cell_classes.png
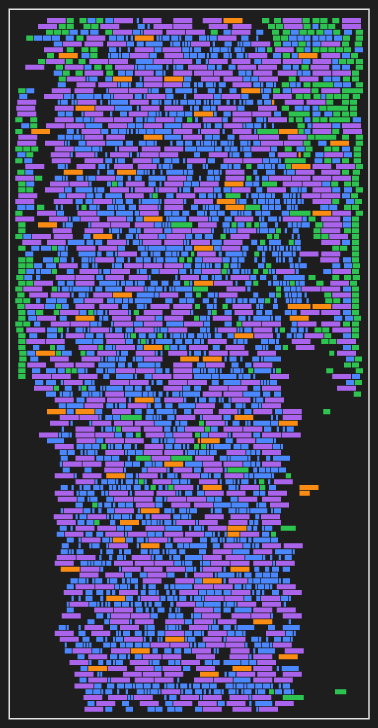
density.png
Bar = 50 um. 17 x 33 tiles, from dark blue (low) to red (high), 0 to 100% covered.
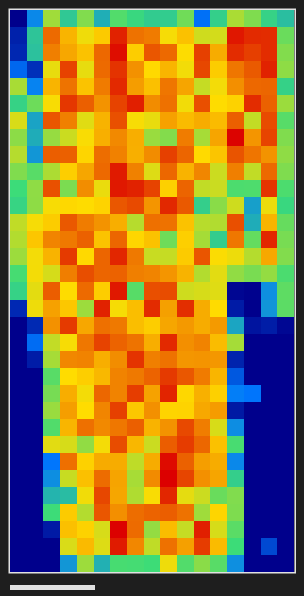
drive_strength.png
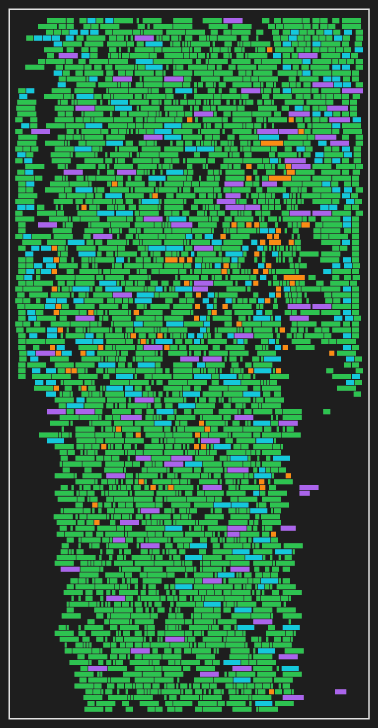
final_congestion.png
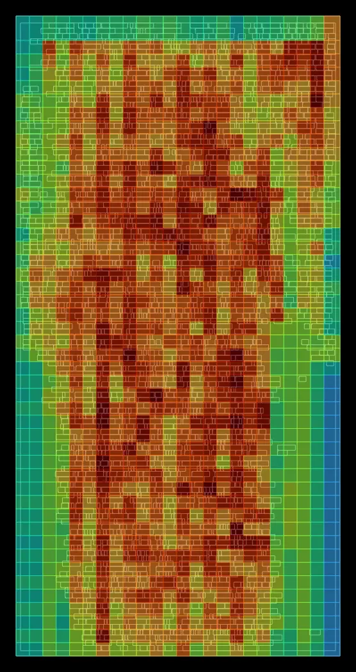
### src/rtl/neighbor_pkg.sv
`default_nettype none
// +----------------------------------------------------------------------+
// | neighbor_pkg                                                         |
// | Shared widths, defaults, allocator states and neighbour payload.     |
// | Revision: 1.0                                                        |
// +----------------------------------------------------------------------+
package neighbor_pkg;

  localparam int          c_word_width  = 16;
  localparam int          c_num_entries = 32;
  localparam logic [15:0] c_my_node_id  = 16'h000C;

  typedef enum logic [1:0] {
    S_IDLE   = 2'd0,
    S_SEARCH = 2'd1,
    S_WRITE  = 2'd2,
    S_CLEAR  = 2'd3
  } neighbor_alloc_state_t;

  typedef struct packed {
    logic [c_word_width-1:0] node_id;
    logic [c_word_width-1:0] chosen_ch;
    logic [c_word_width-1:0] hops;
    logic [c_word_width-1:0] qvalue;
    logic [c_word_width-1:0] energy;
    logic [c_word_width-1:0] ch_hops;
  } neighbor_payload_t;

endpackage
`default_nettype wire

### src/rtl/neighbor_index_allocator_if.sv
`default_nettype none
// +----------------------------------------------------------------------+
// | neighbor_index_allocator_if                                          |
// | Overheard-packet input and neighbour-table write bundle.             |
// | Revision: 1.0                                                        |
// +----------------------------------------------------------------------+
interface neighbor_index_allocator_if
  import neighbor_pkg::*;
#(
  parameter int WORD_WIDTH  = c_word_width,
  parameter int NUM_ENTRIES = c_num_entries
);
  localparam int IW = $clog2(NUM_ENTRIES);

  logic                  pkt_valid;
  logic                  pkt_ready;
  logic [WORD_WIDTH-1:0] pkt_node_id;
  logic [WORD_WIDTH-1:0] pkt_chosen_ch;
  logic [WORD_WIDTH-1:0] pkt_hops;
  logic [WORD_WIDTH-1:0] pkt_qvalue;
  logic [WORD_WIDTH-1:0] pkt_energy;
  logic [WORD_WIDTH-1:0] pkt_ch_hops;

  logic                  wr_en;
  logic [IW-1:0]         wr_index;
  logic                  wr_new;
  logic [WORD_WIDTH-1:0] wr_node_id;
  logic [WORD_WIDTH-1:0] wr_chosen_ch;
  logic [WORD_WIDTH-1:0] wr_hops;
  logic [WORD_WIDTH-1:0] wr_qvalue;
  logic [WORD_WIDTH-1:0] wr_energy;
  logic [WORD_WIDTH-1:0] wr_ch_hops;

  // slave: the allocator (consumes packets, drives the table write)
  modport slave (
    input  pkt_valid, pkt_node_id, pkt_chosen_ch, pkt_hops, pkt_qvalue,
           pkt_energy, pkt_ch_hops,
    output pkt_ready, wr_en, wr_index, wr_new, wr_node_id, wr_chosen_ch,
           wr_hops, wr_qvalue, wr_energy, wr_ch_hops
  );

  modport master (
    output pkt_valid, pkt_node_id, pkt_chosen_ch, pkt_hops, pkt_qvalue,
           pkt_energy, pkt_ch_hops,
    input  pkt_ready, wr_en, wr_index, wr_new, wr_node_id, wr_chosen_ch,
           wr_hops, wr_qvalue, wr_energy, wr_ch_hops
  );

endinterface
`default_nettype wire

### src/rtl/neighbor_tag_store.sv
`default_nettype none
// +----------------------------------------------------------------------+
// | neighbor_tag_store                                                   |
// | Node-ID tag array: one async read port, one write port, sync clear.  |
// | Revision: 1.0                                                        |
// +----------------------------------------------------------------------+
module neighbor_tag_store
  import neighbor_pkg::*;
#(
  parameter int WORD_WIDTH  = c_word_width,
  parameter int NUM_ENTRIES = c_num_entries
) (
  input  wire logic                           clk,
  input  wire logic                           nrst,
  input  wire logic                           clr,
  input  wire logic                           we,
  input  wire logic [$clog2(NUM_ENTRIES)-1:0] wr_index,
  input  wire logic [WORD_WIDTH-1:0]          wr_data,
  input  wire logic [$clog2(NUM_ENTRIES)-1:0] rd_index,
  output logic      [WORD_WIDTH-1:0]          rd_data
);

  logic [WORD_WIDTH-1:0] r_tags [NUM_ENTRIES];

  always_ff @(posedge clk or negedge nrst) begin
    if (!nrst) begin
      for (int i = 0; i < NUM_ENTRIES; i++) r_tags[i] <= '0;
    end else if (clr) begin
      for (int i = 0; i < NUM_ENTRIES; i++) r_tags[i] <= '0;
    end else if (we) begin
      r_tags[wr_index] <= wr_data;
    end
  end

  assign rd_data = r_tags[rd_index];

endmodule
`default_nettype wire

### src/rtl/neighbor_index_allocator.sv
`default_nettype none
// +----------------------------------------------------------------------+
// | neighbor_index_allocator                                             |
// | Filters overheard packets, finds or allocates a neighbour slot and   |
// | issues one registered write into the neighbour table.                |
// | Revision: 1.0                                                        |
// +----------------------------------------------------------------------+
module neighbor_index_allocator
  import neighbor_pkg::*;
#(
  parameter int                    WORD_WIDTH  = c_word_width,
  parameter int                    NUM_ENTRIES = c_num_entries,
  parameter logic [WORD_WIDTH-1:0] MY_NODE_ID  = WORD_WIDTH'(c_my_node_id)
) (
  input  wire logic                         clk,
  input  wire logic                         nrst,
  input  wire logic                         hb_reset,
  input  wire logic [WORD_WIDTH-1:0]        my_chosen_ch,
  neighbor_index_allocator_if.slave         bus,
  output logic [$clog2(NUM_ENTRIES):0]      neighbor_count,
  output logic                              table_full,
  output logic                              pkt_dropped
);

  localparam int         IW        = $clog2(NUM_ENTRIES);
  localparam logic [IW:0] c_full    = (IW+1)'(NUM_ENTRIES);
  localparam logic [IW:0] c_cnt_one = (IW+1)'(1);

  neighbor_alloc_state_t r_state, w_state_nxt;

  logic [IW:0]           r_count;
  logic [IW-1:0]         r_ptr, w_ptr_nxt;
  logic                  r_wr_en, w_wr_en_nxt;
  logic                  r_wr_new, w_wr_new_nxt;
  logic [IW-1:0]         r_wr_index, w_wr_index_nxt;
  logic                  r_dropped, w_dropped_nxt;
  logic                  w_count_inc, w_count_clr;
  logic                  w_tag_we;
  logic [IW-1:0]         w_tag_widx;
  logic [WORD_WIDTH-1:0] w_tag_wdata;
  logic [WORD_WIDTH-1:0] w_rd_id;

  logic [WORD_WIDTH-1:0] r_node_id, r_chosen_ch, r_hops, r_qvalue, r_energy, r_ch_hops;

  logic w_ready, w_accept, w_filtered, w_hit, w_last;

  // Gated by nrst so every output reads 0 while reset is held.
  assign w_ready    = nrst && (r_state == S_IDLE) && !hb_reset;
  assign w_accept   = bus.pkt_valid && w_ready;
  assign w_filtered = (bus.pkt_node_id == MY_NODE_ID) ||
                      (bus.pkt_chosen_ch != my_chosen_ch);
  assign w_hit      = (w_rd_id == r_node_id);
  assign w_last     = (({1'b0, r_ptr} + c_cnt_one) == r_count);

  neighbor_tag_store #(
    .WORD_WIDTH  (WORD_WIDTH),
    .NUM_ENTRIES (NUM_ENTRIES)
  ) u_tags (
    .clk      (clk),
    .nrst     (nrst),
    .clr      (w_count_clr),
    .we       (w_tag_we),
    .wr_index (w_tag_widx),
    .wr_data  (w_tag_wdata),
    .rd_index (r_ptr),
    .rd_data  (w_rd_id)
  );

  always_ff @(posedge clk or negedge nrst) begin
    if (!nrst) r_state <= S_IDLE;
    else       r_state <= w_state_nxt;
  end

  always_comb begin
    w_state_nxt    = r_state;
    w_ptr_nxt      = r_ptr;
    w_wr_en_nxt    = 1'b0;
    w_wr_new_nxt   = 1'b0;
    w_wr_index_nxt = r_wr_index;
    w_dropped_nxt  = 1'b0;
    w_count_inc    = 1'b0;
    w_count_clr    = 1'b0;
    w_tag_we       = 1'b0;
    w_tag_widx     = r_count[IW-1:0];
    w_tag_wdata    = r_node_id;

    unique case (r_state)
      S_IDLE: begin
        if (hb_reset) begin
          w_state_nxt = S_CLEAR;
        end else if (w_accept) begin
          if (w_filtered) begin
            w_dropped_nxt = 1'b1;
          end else if (r_count == '0) begin
            // Empty table: nothing to search, allocate slot 0 directly.
            w_state_nxt    = S_WRITE;
            w_wr_en_nxt    = 1'b1;
            w_wr_new_nxt   = 1'b1;
            w_wr_index_nxt = '0;
            w_tag_we       = 1'b1;
            w_tag_widx     = '0;
            w_tag_wdata    = bus.pkt_node_id;
            w_count_inc    = 1'b1;
          end else begin
            w_state_nxt = S_SEARCH;
            w_ptr_nxt   = '0;
          end
        end
      end

      S_SEARCH: begin
        if (hb_reset) begin
          w_state_nxt = S_CLEAR;
        end else if (w_hit) begin
          w_state_nxt    = S_WRITE;
          w_wr_en_nxt    = 1'b1;
          w_wr_index_nxt = r_ptr;
        end else if (w_last) begin
          if (r_count == c_full) begin
            w_state_nxt   = S_IDLE;
            w_dropped_nxt = 1'b1;
          end else begin
            w_state_nxt    = S_WRITE;
            w_wr_en_nxt    = 1'b1;
            w_wr_new_nxt   = 1'b1;
            w_wr_index_nxt = r_count[IW-1:0];
            w_tag_we       = 1'b1;
            w_count_inc    = 1'b1;
          end
        end else begin
          w_ptr_nxt = r_ptr + IW'(1);
        end
      end

      S_WRITE: begin
        w_state_nxt = hb_reset ? S_CLEAR : S_IDLE;
      end

      S_CLEAR: begin
        w_count_clr = 1'b1;
        w_state_nxt = S_IDLE;
      end

      default: w_state_nxt = S_IDLE;
    endcase
  end

  always_ff @(posedge clk or negedge nrst) begin
    if (!nrst) begin
      r_ptr       <= '0;
      r_count     <= '0;
      r_wr_en     <= 1'b0;
      r_wr_new    <= 1'b0;
      r_wr_index  <= '0;
      r_dropped   <= 1'b0;
      r_node_id   <= '0;
      r_chosen_ch <= '0;
      r_hops      <= '0;
      r_qvalue    <= '0;
      r_energy    <= '0;
      r_ch_hops   <= '0;
    end else begin
      r_ptr      <= w_ptr_nxt;
      r_wr_en    <= w_wr_en_nxt;
      r_wr_new   <= w_wr_new_nxt;
      r_wr_index <= w_wr_index_nxt;
      r_dropped  <= w_dropped_nxt;
      if (w_count_clr)      r_count <= '0;
      else if (w_count_inc) r_count <= r_count + c_cnt_one;
      if (w_accept) begin
        r_node_id   <= bus.pkt_node_id;
        r_chosen_ch <= bus.pkt_chosen_ch;
        r_hops      <= bus.pkt_hops;
        r_qvalue    <= bus.pkt_qvalue;
        r_energy    <= bus.pkt_energy;
        r_ch_hops   <= bus.pkt_ch_hops;
      end
    end
  end

  assign bus.pkt_ready    = w_ready;
  assign bus.wr_en        = r_wr_en;
  assign bus.wr_new       = r_wr_new;
  assign bus.wr_index     = r_wr_index;
  assign bus.wr_node_id   = r_node_id;
  assign bus.wr_chosen_ch = r_chosen_ch;
  assign bus.wr_hops      = r_hops;
  assign bus.wr_qvalue    = r_qvalue;
  assign bus.wr_energy    = r_energy;
  assign bus.wr_ch_hops   = r_ch_hops;

  assign neighbor_count = r_count;
  assign table_full     = (r_count == c_full);
  assign pkt_dropped    = r_dropped;

endmodule
`default_nettype wire

### src/flat_wrapper.sv
// flat-port wrapper written by rule: the top's interface ports become plain ports
module neighbor_index_allocator_flat import neighbor_pkg::*;
#(
  parameter int                    WORD_WIDTH  = c_word_width,
  parameter int                    NUM_ENTRIES = c_num_entries,
  parameter logic [WORD_WIDTH-1:0] MY_NODE_ID  = WORD_WIDTH'(c_my_node_id)
)
  (clk, nrst, hb_reset, my_chosen_ch, neighbor_count, table_full, pkt_dropped, bus_pkt_valid, bus_pkt_node_id, bus_pkt_chosen_ch, bus_pkt_hops, bus_pkt_qvalue, bus_pkt_energy, bus_pkt_ch_hops, bus_pkt_ready, bus_wr_en, bus_wr_index, bus_wr_new, bus_wr_node_id, bus_wr_chosen_ch, bus_wr_hops, bus_wr_qvalue, bus_wr_energy, bus_wr_ch_hops);
  neighbor_index_allocator_if #(.WORD_WIDTH(WORD_WIDTH), .NUM_ENTRIES(NUM_ENTRIES)) bus_i ();
  input  wire logic clk;
  input  wire logic nrst;
  input  wire logic hb_reset;
  input  wire logic [WORD_WIDTH-1:0] my_chosen_ch;
  output logic [$clog2(NUM_ENTRIES):0] neighbor_count;
  output logic table_full;
  output logic pkt_dropped;
  input wire logic [$bits(bus_i.pkt_valid)-1:0] bus_pkt_valid;
  input wire logic [$bits(bus_i.pkt_node_id)-1:0] bus_pkt_node_id;
  input wire logic [$bits(bus_i.pkt_chosen_ch)-1:0] bus_pkt_chosen_ch;
  input wire logic [$bits(bus_i.pkt_hops)-1:0] bus_pkt_hops;
  input wire logic [$bits(bus_i.pkt_qvalue)-1:0] bus_pkt_qvalue;
  input wire logic [$bits(bus_i.pkt_energy)-1:0] bus_pkt_energy;
  input wire logic [$bits(bus_i.pkt_ch_hops)-1:0] bus_pkt_ch_hops;
  output wire logic [$bits(bus_i.pkt_ready)-1:0] bus_pkt_ready;
  output wire logic [$bits(bus_i.wr_en)-1:0] bus_wr_en;
  output wire logic [$bits(bus_i.wr_index)-1:0] bus_wr_index;
  output wire logic [$bits(bus_i.wr_new)-1:0] bus_wr_new;
  output wire logic [$bits(bus_i.wr_node_id)-1:0] bus_wr_node_id;
  output wire logic [$bits(bus_i.wr_chosen_ch)-1:0] bus_wr_chosen_ch;
  output wire logic [$bits(bus_i.wr_hops)-1:0] bus_wr_hops;
  output wire logic [$bits(bus_i.wr_qvalue)-1:0] bus_wr_qvalue;
  output wire logic [$bits(bus_i.wr_energy)-1:0] bus_wr_energy;
  output wire logic [$bits(bus_i.wr_ch_hops)-1:0] bus_wr_ch_hops;
  assign bus_i.pkt_valid = bus_pkt_valid;
  assign bus_i.pkt_node_id = bus_pkt_node_id;
  assign bus_i.pkt_chosen_ch = bus_pkt_chosen_ch;
  assign bus_i.pkt_hops = bus_pkt_hops;
  assign bus_i.pkt_qvalue = bus_pkt_qvalue;
  assign bus_i.pkt_energy = bus_pkt_energy;
  assign bus_i.pkt_ch_hops = bus_pkt_ch_hops;
  assign bus_pkt_ready = bus_i.pkt_ready;
  assign bus_wr_en = bus_i.wr_en;
  assign bus_wr_index = bus_i.wr_index;
  assign bus_wr_new = bus_i.wr_new;
  assign bus_wr_node_id = bus_i.wr_node_id;
  assign bus_wr_chosen_ch = bus_i.wr_chosen_ch;
  assign bus_wr_hops = bus_i.wr_hops;
  assign bus_wr_qvalue = bus_i.wr_qvalue;
  assign bus_wr_energy = bus_i.wr_energy;
  assign bus_wr_ch_hops = bus_i.wr_ch_hops;
  neighbor_index_allocator #(.WORD_WIDTH(WORD_WIDTH), .NUM_ENTRIES(NUM_ENTRIES), .MY_NODE_ID(MY_NODE_ID)) u_core (.clk(clk), .nrst(nrst), .hb_reset(hb_reset), .my_chosen_ch(my_chosen_ch), .bus(bus_i), .neighbor_count(neighbor_count), .table_full(table_full), .pkt_dropped(pkt_dropped));
endmodule
### config.mk
export PLATFORM = sky130hd
export DESIGN_NAME = neighbor_index_allocator_flat
export DESIGN_NICKNAME = d
export VERILOG_FILES = /design/src/rtl/neighbor_pkg.sv /design/src/rtl/neighbor_index_allocator_if.sv /design/src/rtl/neighbor_tag_store.sv /design/src/rtl/neighbor_index_allocator.sv /design/src/flat_wrapper.sv
export SDC_FILE = /design/constraint.sdc
export NUM_CORES = 1
export LEC_CHECK = 0
export CAP_MARGIN = 30
export CORE_ASPECT_RATIO = 2
export CORE_MARGIN = 2
export CORE_UTILIZATION = 58
export CTS_CLUSTER_SIZE = 12
export DETAILED_ROUTE_END_ITERATION = 16
export PLACE_DENSITY = 0.86
export SYNTH_ARGS = -nofsm -noshare
export SYNTH_HDL_FRONTEND = slang
export SYNTH_SLANG_ARGS = --single-unit
### constraint.sdc
create_clock -name clk -period 5.9 [get_ports clk]
set_input_delay 0.885 -clock clk [delete_from_list [all_inputs] [get_ports clk]]
set_output_delay 0.885 -clock clk [all_outputs]
set_load 0.1 [all_outputs]
==> changes_impl.md <==
### Metrics

- Die Span Y: about 330 um
- Routed Antenna Nets: 0
- Post-Route Utilization: between 60% and 70%
- Stages on the worst setup path: 14
- Total power: 16.2 mW
- Hold Buf Count CTS: 0
- Fp util: 58.6%
- R2R Path End: u_core.u_tags.r_tags[58]
- Drt drc: 0
- Psw: 7.61 mW
- Post-CTS Setup Bufs: 0
- Port bufs: 227
- Placed cells: 3,354
- Critical path's slowest cell: dfrtp_4
- Rows: 119
- Critical Path RT: approximately 6.4 ns
- Pwr Density: 456 nW/um^2
- All-Layer GR Usage: about 34%
- Least-Margin Pin Slew: 1.06 ns
- Placeable Area: 52,600 um^2
- Clock Skews: 0.0323 ns
- Yosys stat chip area: 30,800 um^2
- Final Net Count: approximately 2,900
- Number of synthesized register bits: 629
- Final setup margin: slightly below 0.6 ns
- Critical path buffer and inverter count: 5
- Comb group: 7.60 mW
- Fin Setup TNS: 0 ns
- Slowest stage delay, CP: ~0.84 ns
- Placed Area: roughly 34,000 um^2
- Tool warnings: 36
- RR Startpoint: u_core.r_ptr[0]
- Routability cong.: 0.967
- CTS tree: built
- Global-route wire length before repair: 142,000 um
- Comb power frac: 46.8%
- Register-to-Register Path Depth: 14
- RSZ-0062 raised after global routing: false
- Synth Cell Area: 30,800 um^2
- Latency at later pin: 0.63 ns
- Pre-CTS setup slack: 0.774 ns
- Final Hold Viols: 0
- Status: finished, final reports clean
- I/O pins: about 230
- Sequential share of power: 32.2%
- Fin. max-slew vios: 0
- Syn_nets: 2,697
- Ys cells: 2,578
- Clk buf depth: 3
- CP Class: reg2reg
- Cell count after synthesis: around 2,600
- Max_cap viols: 0
- Setup violations, final: 0
- Hold Crit Class: in2async
- Root buffer cell: clkbuf_16
- Worst VDD drop: 0.614 mV
- Sink Count: between 600 and 700
- Share of post-route cells with drive strength above 1: 15.1%
- CTS resizes: 0
- Num CTS Buffers: 58
- Power Clock: 3.40 mW
## Picture notes: cell_classes.png
[green] other buffers and delay cells | cells: 331
[orange] clock drivers and dummy loads | cells: 66
[blue] all other logic | cells: 1,731
[purple] flip-flops | cells: 629

## Picture notes: density.png
mean over tiles: 63%
fullest tile: 100%
tiles over 75% full: 50%

## Picture notes: drive_strength.png
[cyan] drive 2 | cells: 241
[orange] drive 3 to 4 | cells: 90
[green] drive 1 or less | cells: 2,342
[purple] drive 6 and up | cells: 84

## Picture notes: final_congestion.png
GRT met2 Usage: 55.7%
GR peak layer: met2

routing by layer:
metal / vias to the layer above / global-route usage [%] / part of all wire [%]
li1: 9368 / - / -
met1: 11400 / 39.0 / 34
met2: 1394 / 55.7 / 49
met3: 457 / 6.19 / 7.9
met4: 0 / 25.6 / 8.7
met5: - / 0 / 0
worst max path at each step:
stage                        from                   endpoint  slack (ns)
2_1_floorplan            hb_reset   u_core.neighbor_count[0]        2.38
3_3_place_gp   bus_pkt_node_id[4]  u_core.u_tags.r_tags[459]        0.63
3_5_place_dp      u_core.r_ptr[0]   u_core.u_tags.r_tags[58]        0.77
4_1_cts           u_core.r_ptr[0]   u_core.u_tags.r_tags[58]        0.75
5_1_grt           u_core.r_ptr[0]   u_core.u_tags.r_tags[49]        0.58
6_report          u_core.r_ptr[0]   u_core.u_tags.r_tags[58]        0.58
sequential cells by signal, summed over array words and instances (netlist names), 6 cells and up:
name	flops
u_core.bus.wr_energy	16
u_core.bus.wr_qvalue	16
u_core.bus.wr_chosen_ch	16
u_core.bus.wr_hops	16
u_core.neighbor_count	6
u_core.bus.wr_node_id	16
u_core.bus.wr_ch_hops	16
u_core.u_tags.r_tags	512
synthesized netlist by cell type, types with 2 or more instances:
master     instances  area (um^2)
nand4_1            7         43.8
mux2i_1          642         6430
a221o_1            2         20.0
or4_1              2         15.0
a2bb2oi_1          3         26.3
a31oi_1            6         37.5
a21o_1             2         15.0
o211ai_1           6         45.0
nand2b_1           7         43.8
a211oi_1           5         37.5
dfrtp_1          629        15700
and4_1             2         17.5
nor3_1             8         40.0
buf_8              5         75.1
buf_4             42          315
ha_1               3         37.5
buf_2             17         85.1
nor3b_1            6         45.0
o21ai_0            3         15.0
and2_1             4         25.0
buf_6             11          124
nand3b_1           5         37.5
nor4_1            14         87.6
a21oi_2           31          272
o31ai_1            2         15.0
and3b_1            3         26.3
inv_1              9         33.8
o22ai_1           21          131
a22oi_1           32          240
or3_1              2         12.5
buf_1             11         41.3
mux4_2            83         1870
xnor2_1           17          149
mux2_2           102         1150
nand3_1           46          230
nor4b_1            2         17.5
nand2_1          557         2090
a22o_1             7         61.3
xor2_1            17          149
clkbuf_1         132          495
nor2_1            13         48.8
and3_1             4         25.0
nor2b_1            8         50.1
or3b_2             3         26.3
a21oi_1           27          135
cell usage in the layout (no fill, tap or decap), drive strengths merged, types with 9 or more instances in the layout:
cell type / instances
nor4: 14
buf: 105
o22ai: 21
dfrtp: 629
nand2: 557
clkdlybuf4s50: 226
xor2: 17
mux2i: 642
mux4: 83
clkbuf: 63
nor2: 13
mux2: 102
xnor2: 17
nor3: 9
a21oi: 58
nand3: 46
inv: 9
a22oi: 32
logic make-up after synthesis:
group           count (synthesis)  share of synthesized area [%]
fa+ha+maj                       3                          0.122
buf+inv                       227                           3.80
flops                         629                           51.1
xor+xnor                       34                          0.966
mux                           827                           30.6
simple gates                  695                           9.43
compound gates                163                           3.97
layout make-up:
type	count	area, um^2
antenna	2	5.00
clock buffer	63	1500
clock inverter	3	62.6
fill	3589	17000
inverter	9	33.8
multi-input combinational	1722	14000
sequential	629	15700
tap	665	832
timing repair buffer	331	3410
Power and IR drop assume default switching activity.
